### src/rtl/snn_inference_sequencer.sv
// Launch/stream/drain/result sequencer in front of the three-layer SNN pipeline.
// Define SNN_SEQ_WATCHDOG_EN to build the watchdog, FLUSH soft reset and o_timeout.
module snn_inference_sequencer #(
  parameter int IN_NEURONS     = 320,
  parameter int ADDR_W         = 9,
  parameter int TIME_W         = 32,
  parameter int CLASS_W        = 2,
  parameter int CNT_W          = 16,
  parameter int TIMEOUT_CYCLES = 50000,
  parameter int FLUSH_CYCLES   = 4
) (
  input  logic               clk,
  input  logic               rst_n,
  input  logic               i_start,
  output logic               o_ready,
  output logic               o_busy,
  input  logic               i_src_valid,
  input  logic [TIME_W-1:0]  i_src_time,
  input  logic [ADDR_W-1:0]  i_src_addr,
  input  logic               i_src_last,
  output logic               o_src_ack,
  output logic               o_cnn_spike_valid,
  output logic [TIME_W-1:0]  o_cnn_spike_time,
  output logic [ADDR_W-1:0]  o_cnn_spike_addr,
  output logic               o_cnn_last_pixel_sent,
  input  logic               i_cnn_spike_ack,
  input  logic               i_inference_done,
  input  logic [CLASS_W-1:0] i_predicted_class,
  output logic               o_result_valid,
  output logic [CLASS_W-1:0] o_result_class,
  input  logic               i_result_ack,
  output logic               o_timeout,
  output logic               o_addr_err,
  output logic [9:0]         o_spike_count,
  output logic [CNT_W-1:0]   o_cycle_count,
  output logic               o_snn_rst_n
);

  // state  | meaning
  // IDLE   | waiting for i_start, o_ready high
  // STREAM | spikes passed through to the pipeline
  // DRAIN  | last spike sent, waiting for inference done
  // DONE   | result held until i_result_ack
  // FLUSH  | pipeline soft reset after a watchdog expiry
  typedef enum logic [2:0] {S_IDLE, S_STREAM, S_DRAIN, S_DONE, S_FLUSH} state_t;

`ifdef SNN_SEQ_WATCHDOG_EN
  localparam bit WDOG_EN = 1'b1;
`else
  localparam bit WDOG_EN = 1'b0;
`endif

  localparam logic [CNT_W-1:0] TO_LAST = CNT_W'(TIMEOUT_CYCLES - 1);
  localparam int               FL_W    = (FLUSH_CYCLES > 1) ? $clog2(FLUSH_CYCLES) : 1;
  localparam logic [FL_W-1:0]  FL_LOAD = FL_W'(FLUSH_CYCLES - 1);

  state_t             r_state;
  logic [9:0]         r_spike_cnt;
  logic [CNT_W-1:0]   r_cycle_cnt;
  logic               r_result_valid;
  logic [CLASS_W-1:0] r_result_class;
  logic               r_timeout;
  logic               r_addr_err;
  logic               r_snn_rst_n;
  logic [FL_W-1:0]    r_flush_cnt;

  logic w_stream;
  logic w_busy;
  logic w_in_range;
  logic w_fwd;
  logic w_xfer;
  logic w_drop;
  logic w_last_seen;
  logic w_wdog_go;

  // Extra MSB keeps the range compare correct even when IN_NEURONS == 2**ADDR_W.
  assign w_in_range  = ({1'b0, i_src_addr} < (ADDR_W+1)'(IN_NEURONS));
  assign w_stream    = (r_state == S_STREAM);
  assign w_busy      = w_stream || (r_state == S_DRAIN);
  assign w_fwd       = w_stream && w_in_range;
  assign w_xfer      = w_fwd && i_src_valid && i_cnn_spike_ack;
  assign w_drop      = w_stream && !w_in_range && i_src_valid;
  assign w_last_seen = (w_xfer || w_drop) && i_src_last;
  assign w_wdog_go   = WDOG_EN && w_busy && (r_cycle_cnt == TO_LAST);

  assign o_ready               = (r_state == S_IDLE);
  assign o_busy                = w_busy;
  assign o_cnn_spike_valid     = w_fwd && i_src_valid;
  assign o_cnn_spike_time      = w_fwd ? i_src_time : '0;
  assign o_cnn_spike_addr      = w_fwd ? i_src_addr : '0;
  assign o_cnn_last_pixel_sent = w_fwd && i_src_valid && i_src_last;
  assign o_src_ack             = w_stream && (w_in_range ? i_cnn_spike_ack : 1'b1);

  assign o_result_valid = r_result_valid;
  assign o_result_class = r_result_class;
  assign o_addr_err     = r_addr_err;
  assign o_spike_count  = r_spike_cnt;
  assign o_cycle_count  = r_cycle_cnt;
  assign o_timeout      = WDOG_EN ? r_timeout : 1'b0;
  assign o_snn_rst_n    = WDOG_EN ? r_snn_rst_n : 1'b1;

  always_ff @(posedge clk or negedge rst_n) begin
    if (!rst_n) begin
      r_state        <= S_IDLE;
      r_spike_cnt    <= '0;
      r_cycle_cnt    <= '0;
      r_result_valid <= 1'b0;
      r_result_class <= '0;
      r_timeout      <= 1'b0;
      r_addr_err     <= 1'b0;
      r_snn_rst_n    <= 1'b1;
      r_flush_cnt    <= '0;
    end else begin
      case (r_state)
        S_IDLE: begin
          if (i_start) begin
            r_state     <= S_STREAM;
            r_spike_cnt <= '0;
            r_cycle_cnt <= '0;
            r_timeout   <= 1'b0;
            r_addr_err  <= 1'b0;
          end
        end
        S_STREAM, S_DRAIN: begin
          if (r_cycle_cnt != '1) r_cycle_cnt <= r_cycle_cnt + CNT_W'(1);
          if (w_xfer && (r_spike_cnt != '1)) r_spike_cnt <= r_spike_cnt + 10'd1;
          if (w_drop) r_addr_err <= 1'b1;
          // Done outranks the watchdog when both land on the same cycle.
          if (i_inference_done) begin
            r_state        <= S_DONE;
            r_result_valid <= 1'b1;
            r_result_class <= i_predicted_class;
          end else if (w_wdog_go) begin
            r_state     <= S_FLUSH;
            r_timeout   <= 1'b1;
            r_snn_rst_n <= 1'b0;
            r_flush_cnt <= FL_LOAD;
          end else if (w_last_seen) begin
            r_state <= S_DRAIN;
          end
        end
        S_DONE: begin
          if (i_result_ack) begin
            r_result_valid <= 1'b0;
            r_state        <= S_IDLE;
          end
        end
        S_FLUSH: begin
          if (r_flush_cnt == '0) begin
            r_snn_rst_n <= 1'b1;
            r_state     <= S_IDLE;
          end else begin
            r_flush_cnt <= r_flush_cnt - FL_W'(1);
          end
        end
        default: r_state <= S_IDLE;
      endcase
    end
  end

endmodule

### config.mk
export PLATFORM = sky130hd
export DESIGN_NAME = snn_inference_sequencer
export DESIGN_NICKNAME = d
export VERILOG_FILES = /design/src/rtl/snn_inference_sequencer.sv
export SDC_FILE = /design/constraint.sdc
export NUM_CORES = 1
export LEC_CHECK = 0
export ABC_AREA = 1
export CORE_MARGIN = 2
export CORE_UTILIZATION = 40
export DETAILED_ROUTE_END_ITERATION = 10
export GPL_ROUTABILITY_DRIVEN = 0
export PLACE_DENSITY = 0.9
export SKIP_LAST_GASP = 1
export SLEW_MARGIN = 20
export SYNTH_ARGS = -nofsm -noshare
export SYNTH_HDL_FRONTEND = slang
export SYNTH_SLANG_ARGS = --single-unit
### constraint.sdc
create_clock -name clk -period 3.75 [get_ports clk]
set_input_delay 0.75 -clock clk [delete_from_list [all_inputs] [get_ports clk]]
set_output_delay 0.75 -clock clk [all_outputs]
set_load 0.01 [all_outputs]
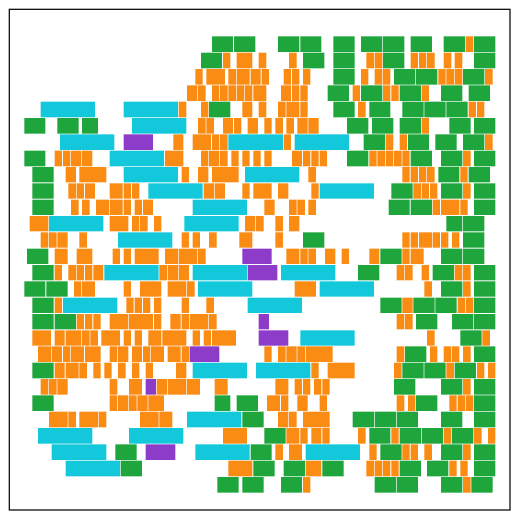
*Cells colored by class*
(6 px per um)
- clock drivers and dummy loads: purple (cells 8; share of their area 2.5%)
- sequential cells: cyan (cells 32; share of their area 21%)
- combinational and other logic: orange (cells 336; share of their area 42%)
- remaining buffers and delay cells: green (cells 129; share of their area 34%)

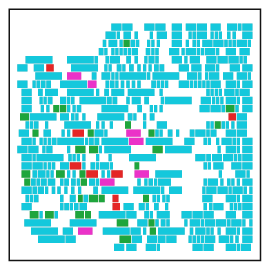
*Drive-strength map*
(3 px per um)
- _3 and _4 cells: red (cells 8; most used nor2_4)
- _2 cells: green (cells 31)
- _6 and larger: magenta (cells 7; most used clkbuf_8)
- _0 and _1 cells: cyan (cells 459; most used clkdlybuf4s50_1)

==> run_results.csv <==
group,metric,value,unit
outcome,status,"completed",
power_and_ir_drop,finalPower,1.90,mW
power_and_ir_drop,power.leakage,1.82,nW
power_and_ir_drop,power-top-group,"combinational cells",
global_route,grtUsageTotal,21.6,%
power_and_ir_drop,clkPwrFrac,14.6,%
clocking,cts_setup_buffers,0,
synthesis,ys_area,0.00251,mm^2
finish,final-nonclk-buf-share,33.2,%
timing,fmax,0.294,GHz
min_path,hold_path_class,"flip-flop to flip-flop",
finish,nMultiInputCombCells,265,
timing,tns,0,ns
finish,comb_share,34.2,%
synthesis,ys_async_sr_fraction,100,%
synthesis,syn_area,0.00251,mm^2
route,vias_per_cell,4.84,
timing,fin_crit,3.41,ns
finish,fin_area,0.00386,mm^2
critical_path,worst-setup-path-type,"input port to output pin",
synthesis,yosys-top-cells-count,"89 x nand2_1, 69 x inv_1, 68 x nor2_1, 32 x dfrtp_1, 32 x nand3_1",
die,die_h,83.2,um
route,first_pass_iters,5,
clocking,clock_latency,0.28,ns
die,num_rows,28,
finish,n_antenna_cell,0,
synthesis,top_cell_area_share,31.9,%
synthesis,yosys.cell_count.top_type,"nand2_1",
synthesis,top_logic_kind,"simple AND/OR/NAND/NOR gates",
finish,mi_logic_area,0.00132,mm^2
synthesis,ys_seq_share,31.9,%
synthesis,synthAdderAreaFrac,2.49,%
finish,signal_buffers,129,
clocking,htreeDepth,2,
global_route,overflow,0,
clocking,cts_hold_buf,0,
min_path,min_delay_path_depth,2,
route,wire_per_inst,13.0,um
clocking,postCtsResizedCells,0,
synthesis,area_leaders,"dfrtp_1 32%, nand2_1 13%, inv_1 10%, nor2_1 10%, nand3_1 6.4%",
critical_path,cp-start-kind,"input port",
finish,sh_seq_area,20.7,%
route,final_antenna_net_count,0,
placed_design,dp_cells,572,
die,core,0.00599,mm^2
synthesis,top_area_cell,"dfrtp_1",
die,io_pins,129,
global_route,grt_pass1_vias,2626,
critical_path,rrSetupSlack,1.53,ns
power_and_ir_drop,pwr-share-comb,61.4,%
die,nWellTaps,75,
clocking,cts_made_buffers,5,
finish,nonClockInverterCount,71,
timing,fin_hold_ws,0.491,ns
timing,layout_setup_ws,0.344,ns
power_and_ir_drop,peakVddDrop,455,uV
finish,syn2layout_area_growth,54.0,%
synthesis,yosysWarningCount,0,
clocking,cts_tree,"yes",
route,wl,7510,um
synthesis,aoi_share,7.08,%
global_route,grt_max_degree,39,
finish,seq_area,801,um^2
finish,seq_cells,32,
min_path,hold_end,"o_result_valid",
global_route,grt_pass1_wl,12400,um
route,drc,0,
synthesis,synth-edff-count,0,
finish,dominant_cells,"multi-input combinational cells",
power_and_ir_drop,seq-power,456,uW
power_and_ir_drop,power_switching,882,uW
finish,utilization,64.5,%
clocking,cts.clk_slew.worst_paths,0.07,ns
synthesis,synth-simple-area-share,39.4,%
critical_path,reg2regPathDepth,11,
synthesis,postSynthAreaPerCell,6.59,um^2
power_and_ir_drop,p_sw_share,46.4,%
critical_path,worstSetupEndpointType,"output pin",
critical_path,r2r-start,"r_state[0]",
synthesis,xor_share,2.44,%
timing,finalHoldViolations,0,
critical_path,path_max_fanout,38,
clocking,clockBufferDepth,2,
placed_design,place_hpwl,5710,um
timing,fin_crit_sh,90.8,%
placed_design,place_ws,0.342,ns
critical_path,r2r-end,"o_spike_count[0]",
power_and_ir_drop,p_per_area,492,mW/mm^2
synthesis,synthDistinctLibCells,35,
critical_path,crit_required,3.00,ns
route,num_vias,2809,
die,die_x,83.2,um
global_route,grt_antenna_before_repair,0,
min_path,hp-start,"o_result_valid",
synthesis,mux_area_share,0.897,%
power_and_ir_drop,p_int,1.02,mW
synthesis,synth_nets,437,
timing,rsz0062_at_grt,"no",
placed_design,dpl_cell_area,0.00377,mm^2
power_and_ir_drop,comb_cell_power,1.17,mW
critical_path,critPathCapture,"o_cnn_spike_time[27]",
flow_run,maxCapViolCount,0,
critical_path,crit_start,"i_src_addr[7]",
clocking,clock-root-buffer,"clkbuf_8",
finish,nFillCells,525,
timing,maxSlewViolCount,0,
flow_run,warning_count,28,
synthesis,synth-seq-cells,32,
finish,fin_nets,560,
critical_path,crit_arrival,2.66,ns
finish,final_cell_mix,"126 x clkdlybuf4s50_1, 89 x nand2_1, 69 x inv_1, 68 x nor2_1",
synthesis,yosys_cells,381,
power_and_ir_drop,seq_power_share,24.0,%
die,fp_util,41.9,%
synthesis,synthFlopType,"dfrtp_1",
route,drtIter0Drc,110,
timing,final-setup-viol-count,0,
placed_design,io_buffers,126,
die,die_area,0.00692,mm^2
finish,lay_top_count,"clkdlybuf4s50_1",
finish,stdcell_count,580,
synthesis,synthesis.instances,381,
finish,drive_above_1_share,9.11,%
finish,clkCellAreaFrac,2.40,%
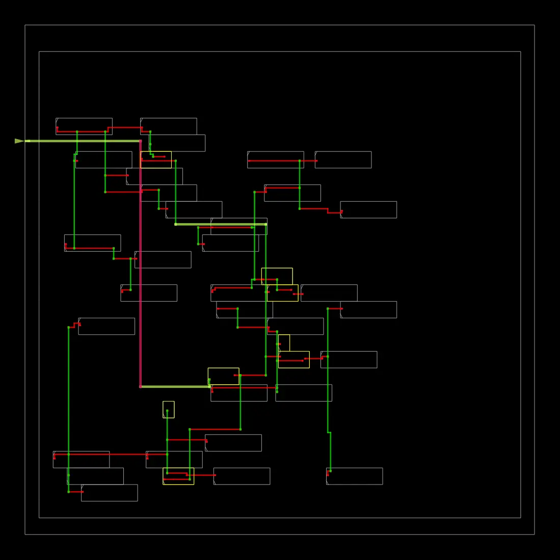
*Clock nets*
clock buffer count in the final layout: 6
Sink Count: 32
clk pwr: 277 uW
Clock Skew: 0.00423 ns

## layer usage
metal / global-route usage, % / wire (um) / up-vias / share of wire (%)
met3: 4.37 / 436 / 2 / 5.8
met1: 26.1 / 3190 / 1298 / 42
met4: 6.26 / 40 / 0 / 0.53
met2: 38.7 / 3850 / 105 / 51
li1: - / - / 1404 / -
met5: 0 / 0 / - / 0
## state kept, by name, indices dropped and copies added, names as in the netlist
name,flops
o_addr_err,1
o_cycle_count,16
o_result_class,2
o_result_valid,1
o_spike_count,10
r_state,2
## worst max-delay path, stage by stage
cell	delay, ns
clkdlybuf4s50_1	0.44
o21ai_2	0.22
inv_1	0.09
nor2_2	0.15
inv_1	0.06
buf_4	0.24
nor2_1	0.16
clkdlybuf4s50_1	0.55
Power and IR drop assume default switching activity.
